--- config.mk ---
export PLATFORM = sky130hd
export DESIGN_NAME = boot_sequencer
export DESIGN_NICKNAME = d
export VERILOG_FILES = /design/src/rtl/boot_sequencer.sv
export SDC_FILE = /design/constraint.sdc
export NUM_CORES = 1
export LEC_CHECK = 0
export CAP_MARGIN = 20
export CORE_MARGIN = 2
export CORE_UTILIZATION = 35
export DETAILED_ROUTE_END_ITERATION = 10
export PLACE_DENSITY_LB_ADDON = 0.08
export SLEW_MARGIN = 25
export SYNTH_ARGS = -nofsm -noshare
export SYNTH_HDL_FRONTEND = slang
export SYNTH_SLANG_ARGS = --single-unit
--- constraint.sdc ---
create_clock -name clk -period 6.03 [get_ports clk]
set_clock_uncertainty 0.1 [all_clocks]
set_input_delay 0.9045 -clock clk [delete_from_list [all_inputs] [get_ports clk]]
set_output_delay 0.9045 -clock clk [all_outputs]
set_load 0.05 [all_outputs]
--- src/rtl/boot_sequencer.sv ---
// Boot loader for the RV32I core: holds the core in reset, writes a length-prefixed
// little-endian byte stream into instruction memory, then releases the core at PC 0.
`timescale 1ns/1ps

module boot_sequencer #(
  parameter int unsigned IMEM_WORDS     = 1024,
  parameter int unsigned TIMEOUT_CYCLES = 1000000
) (
  input  logic        clk,
  input  logic        reset,
  input  logic        boot_start,
  input  logic [7:0]  rx_data,
  input  logic        rx_valid,
  output logic        rx_ready,
  output logic        core_reset,
  output logic        imem_we,
  output logic [31:0] imem_addr,
  output logic [31:0] imem_wdata,
  output logic        busy,
  output logic        error
);

  typedef enum logic [2:0] {
    ST_LEN_LO,
    ST_LEN_HI,
    ST_DATA,
    ST_FINISH,
    ST_RUN,
    ST_ERROR
  } state_t;

  localparam logic [31:0] TIMEOUT_LIMIT = 32'(TIMEOUT_CYCLES);
  localparam logic [16:0] MAX_WORDS     = 17'(IMEM_WORDS);

  state_t      state;
  logic [7:0]  len_lo;
  logic [15:0] len;
  logic [15:0] word_index;
  logic [1:0]  byte_index;
  logic [23:0] partial;
  logic [31:0] idle_count;

  logic        transfer;
  logic        timeout_hit;
  logic        len_bad;
  logic [15:0] len_next;

  assign rx_ready    = (state == ST_LEN_LO) || (state == ST_LEN_HI) || (state == ST_DATA);
  assign busy        = rx_ready || (state == ST_FINISH);
  assign transfer    = rx_valid && rx_ready;
  assign len_next    = {rx_data, len_lo};
  assign len_bad     = (len_next == 16'd0) || ({1'b0, len_next} > MAX_WORDS);
  // Fires on the idle cycle that would bring the counter up to the limit.
  assign timeout_hit = (TIMEOUT_LIMIT != 32'd0) && ((idle_count + 32'd1) == TIMEOUT_LIMIT);

  // NOTE: every state register is assigned with <= so all of them update from
  // the same pre-edge values; a blocking = here would create ordering races.
  always_ff @(posedge clk or posedge reset) begin
    if (reset) begin
      state      <= ST_LEN_LO;
      core_reset <= 1'b1;
      imem_we    <= 1'b0;
      imem_addr  <= '0;
      imem_wdata <= '0;
      error      <= 1'b0;
      len_lo     <= '0;
      len        <= '0;
      word_index <= '0;
      byte_index <= '0;
      partial    <= '0;
      idle_count <= '0;
    end else begin
      // NOTE: the write strobe defaults low each cycle, which makes it a one-cycle pulse.
      imem_we <= 1'b0;
      case (state)
        ST_LEN_LO: begin
          if (transfer) begin
            len_lo     <= rx_data;
            idle_count <= '0;
            state      <= ST_LEN_HI;
          end
        end

        ST_LEN_HI: begin
          if (transfer) begin
            len        <= len_next;
            idle_count <= '0;
            if (len_bad) begin
              state <= ST_ERROR;
              error <= 1'b1;
            end else begin
              word_index <= '0;
              byte_index <= '0;
              state      <= ST_DATA;
            end
          end else if (timeout_hit) begin
            idle_count <= '0;
            state      <= ST_ERROR;
            error      <= 1'b1;
          end else begin
            idle_count <= idle_count + 32'd1;
          end
        end

        ST_DATA: begin
          if (transfer) begin
            idle_count <= '0;
            byte_index <= byte_index + 2'd1;
            partial    <= {rx_data, partial[23:8]};
            if (byte_index == 2'd3) begin
              imem_we    <= 1'b1;
              imem_addr  <= {14'b0, word_index, 2'b00};
              imem_wdata <= {rx_data, partial};
              word_index <= word_index + 16'd1;
              if ((word_index + 16'd1) == len) begin
                state <= ST_FINISH;
              end
            end
          end else if (timeout_hit) begin
            idle_count <= '0;
            state      <= ST_ERROR;
            error      <= 1'b1;
          end else begin
            idle_count <= idle_count + 32'd1;
          end
        end

        ST_FINISH: begin
          state <= ST_RUN;
        end

        ST_RUN: begin
          core_reset <= 1'b0;
          if (boot_start) begin
            core_reset <= 1'b1;
            word_index <= '0;
            byte_index <= '0;
            idle_count <= '0;
            state      <= ST_LEN_LO;
          end
        end

        ST_ERROR: begin
          if (boot_start) begin
            error      <= 1'b0;
            word_index <= '0;
            byte_index <= '0;
            idle_count <= '0;
            state      <= ST_LEN_LO;
          end
        end

        default: begin
          state <= ST_LEN_LO;
        end
      endcase
    end
  end

endmodule

### Routing congestion

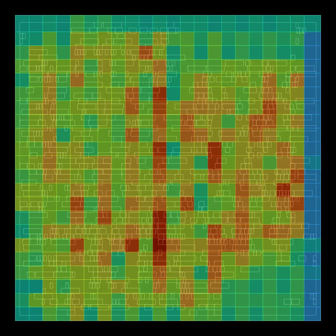
routed length per placed instance: 17.05 um
post-route core utilization: 0.4185
fraction of met1 tracks used by global routing: 0.2391
met3 usage: 0.04196

==> PnR_summary.wiki <==
=== Synthesis and place and route ===
{| class="wikitable"
! Metric !! Value
|-
| Area of the core region || 21,820 sq um
|-
| Startpoint of the worst-slack reg-to-reg timing path || word_index[0]$_DFFE_PP0P_
|-
| Total power consumption of the routed design || 2.891 mW
|-
| Antenna violations before repair || 0
|-
| Die span in y || 153.2 um
|-
| Number of cells in the design after placement || 1,116
|-
| CTS root buffer || clkbuf_16
|-
| Fraction of the core area occupied by cells at floorplan || 0.3570
|-
| Total wirelength of the detailed-routed design || 19,570 um
|-
| Clock-pin slew on the worst setup and hold paths || 0.07 ns
|-
| Number of iterations in the first detailed-routing pass || 4
|-
| Combinational power || 573 uW
|-
| Cell type with the highest aggregate area in the netlist || dfrtp_1
|-
| Flop count || 152
|-
| Cell depth of the worst flop-to-flop path || 9
|-
| Yosys Instances || 817
|-
| Top area contributor share || 0.4850
|-
| Reported leakage power || 4.018 nW
|-
| Average instance area after synthesis || 9.536 sq um
|-
| Pwr per Cell Area || 316.5 nW/um^2
|-
| Most used standard cell by instance count after synthesis || nand2_1
|-
| Worst IR drop on VDD || 0.0002085 V
|-
| Worst min-delay path startpoint || imem_addr[17]$_DFFE_PP0P_
|-
| Count of cells along the worst hold path || 2
|-
| Top logic cells by instance count in the layout || nand2_1, dfrtp_1, clkdlybuf4s50_1
|-
| Multi-input gates || 601
|-
| Clock tree buffer count of the final layout || 17
|-
| Main area contributors || dfrtp_1, nand2_1, mux2_2, a31oi_1, xnor2_1
|-
| Fraction of power consumed by combinational cells || 0.198
|-
| Maximum buffer depth of the clock tree || 2
|-
| Adder-cell share of the synthesized area || 0.004818
|-
| Synth Area in Compound Gates || 0.1115
|-
| Seq cells post-synth || 152
|-
| HPWL after DPL || 12,840 um
|-
| ClkCell Share || 0.06329
|-
| Number of logic inverters in the finished layout || 12
|-
| Fraction of standard cell area in multi-input logic || 0.3999
|-
| Number of filler cells placed in the layout || 2,093
|-
| Part of the power in the clock network || 0.366
|-
| Cell Rows || 54
|-
| Antenna cells || 0
|-
| Termination of the worst setup path || word_index[14]$_DFFE_PP0P_
|-
| Post-CTS setup repair buffer count || 0
|-
| Seq pwr || 1.26 mW
|-
| Share of the synthesized netlist area taken by xor and xnor gates || 0.03372
|-
| Highest clock frequency the design can meet || 267.7 MHz
|-
| Global placer's final weighted congestion || 0.8311
|-
| Total number of clock tree sinks || 152
|-
| Seq/total area || 0.4166
|-
| Buffers, non-clock || 71
|-
| RSZ-0062 raised after global routing || false
|-
| Sequential power share || 0.435
|-
| Top class by area || sequential cells
|-
| Worst R2R End || state[2]$_DFFE_PP0P_
|-
| Result of the run || finished, final reports clean
|-
| Count of nets after finishing || 870
|-
| Residual DRC count || 0
|-
| Cell Area, Synth || 7791 sq um
|-
| Minimum period implied by the final worst setup slack || 3.736 ns
|-
| Final Non-Filler Cells || 1,148
|-
| Top contributor to total power || sequential cells
|-
| MI comb area || 3652 sq um
|-
| Finish-stage setup viols || 0
|-
| Setup slack after placement || 1.854 ns
|-
| Global-route wire length before repair || 33,090 um
|-
| Total congestion overflow after global routing || 0
|-
| Max_slew headroom || 0.3446
|-
| Overall die width || 153.2 um
|-
| Cell types with the highest counts after synthesis || nand2_1, dfrtp_1, mux2_2
|-
| Largest non-sequential cell family by area || simple AND/OR/NAND/NOR gates
|-
| Antenna-violating nets left || 0
|-
| Kind of launch point of the worst setup path || primary input
|}
### Layout detail

Bar = 10 um. Region (95, 18) to (135, 58) um. Cells in gray, sequential cells in the stronger gray; small squares are vias.
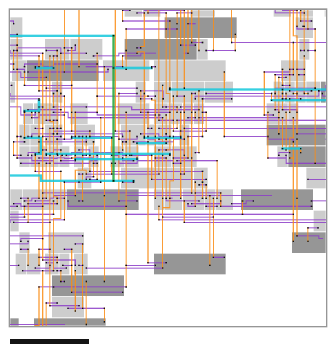
M3 -> cyan
M4 -> green
M2 -> orange
M1 -> purple
most frequent = nand2_1 (14), nor2_1 (9), dfrtp_1 (9)
cells with their middle in the window = 77
sequential cells in the window = 9
netlist names of flops here include = `idle_count` (4), `state` (3)

## per-layer routing
metal	wire, um	global-route usage	share of wire	vias up
met5	0	0	0	-
met4	161	0.03571	0.0082	0
met3	784	0.04196	0.040	17
met2	9263	0.2753	0.47	112
met1	9359	0.2391	0.48	3082
li1	-	-	-	2926
## critical path: stages
cell             delay [ns]
clkdlybuf4s50_1        0.53
or4_1                  0.56
o31ai_1                0.35
nand3_1                0.13
nor2_1                 0.22
a31oi_1                0.12
o22ai_1                0.36
o31a_1                 0.56
a31oi_1                0.16
## through the flow
step / area (sq um) / utilization
after floorplan: 7848 / -
after CTS: 9131 / 0.4184
after global routing: 9134 / 0.4185
final: 9134 / 0.4185
after global placement: 8551 / 0.3918
after detailed placement: 8553 / 0.3919
Power and IR drop assume default switching activity.
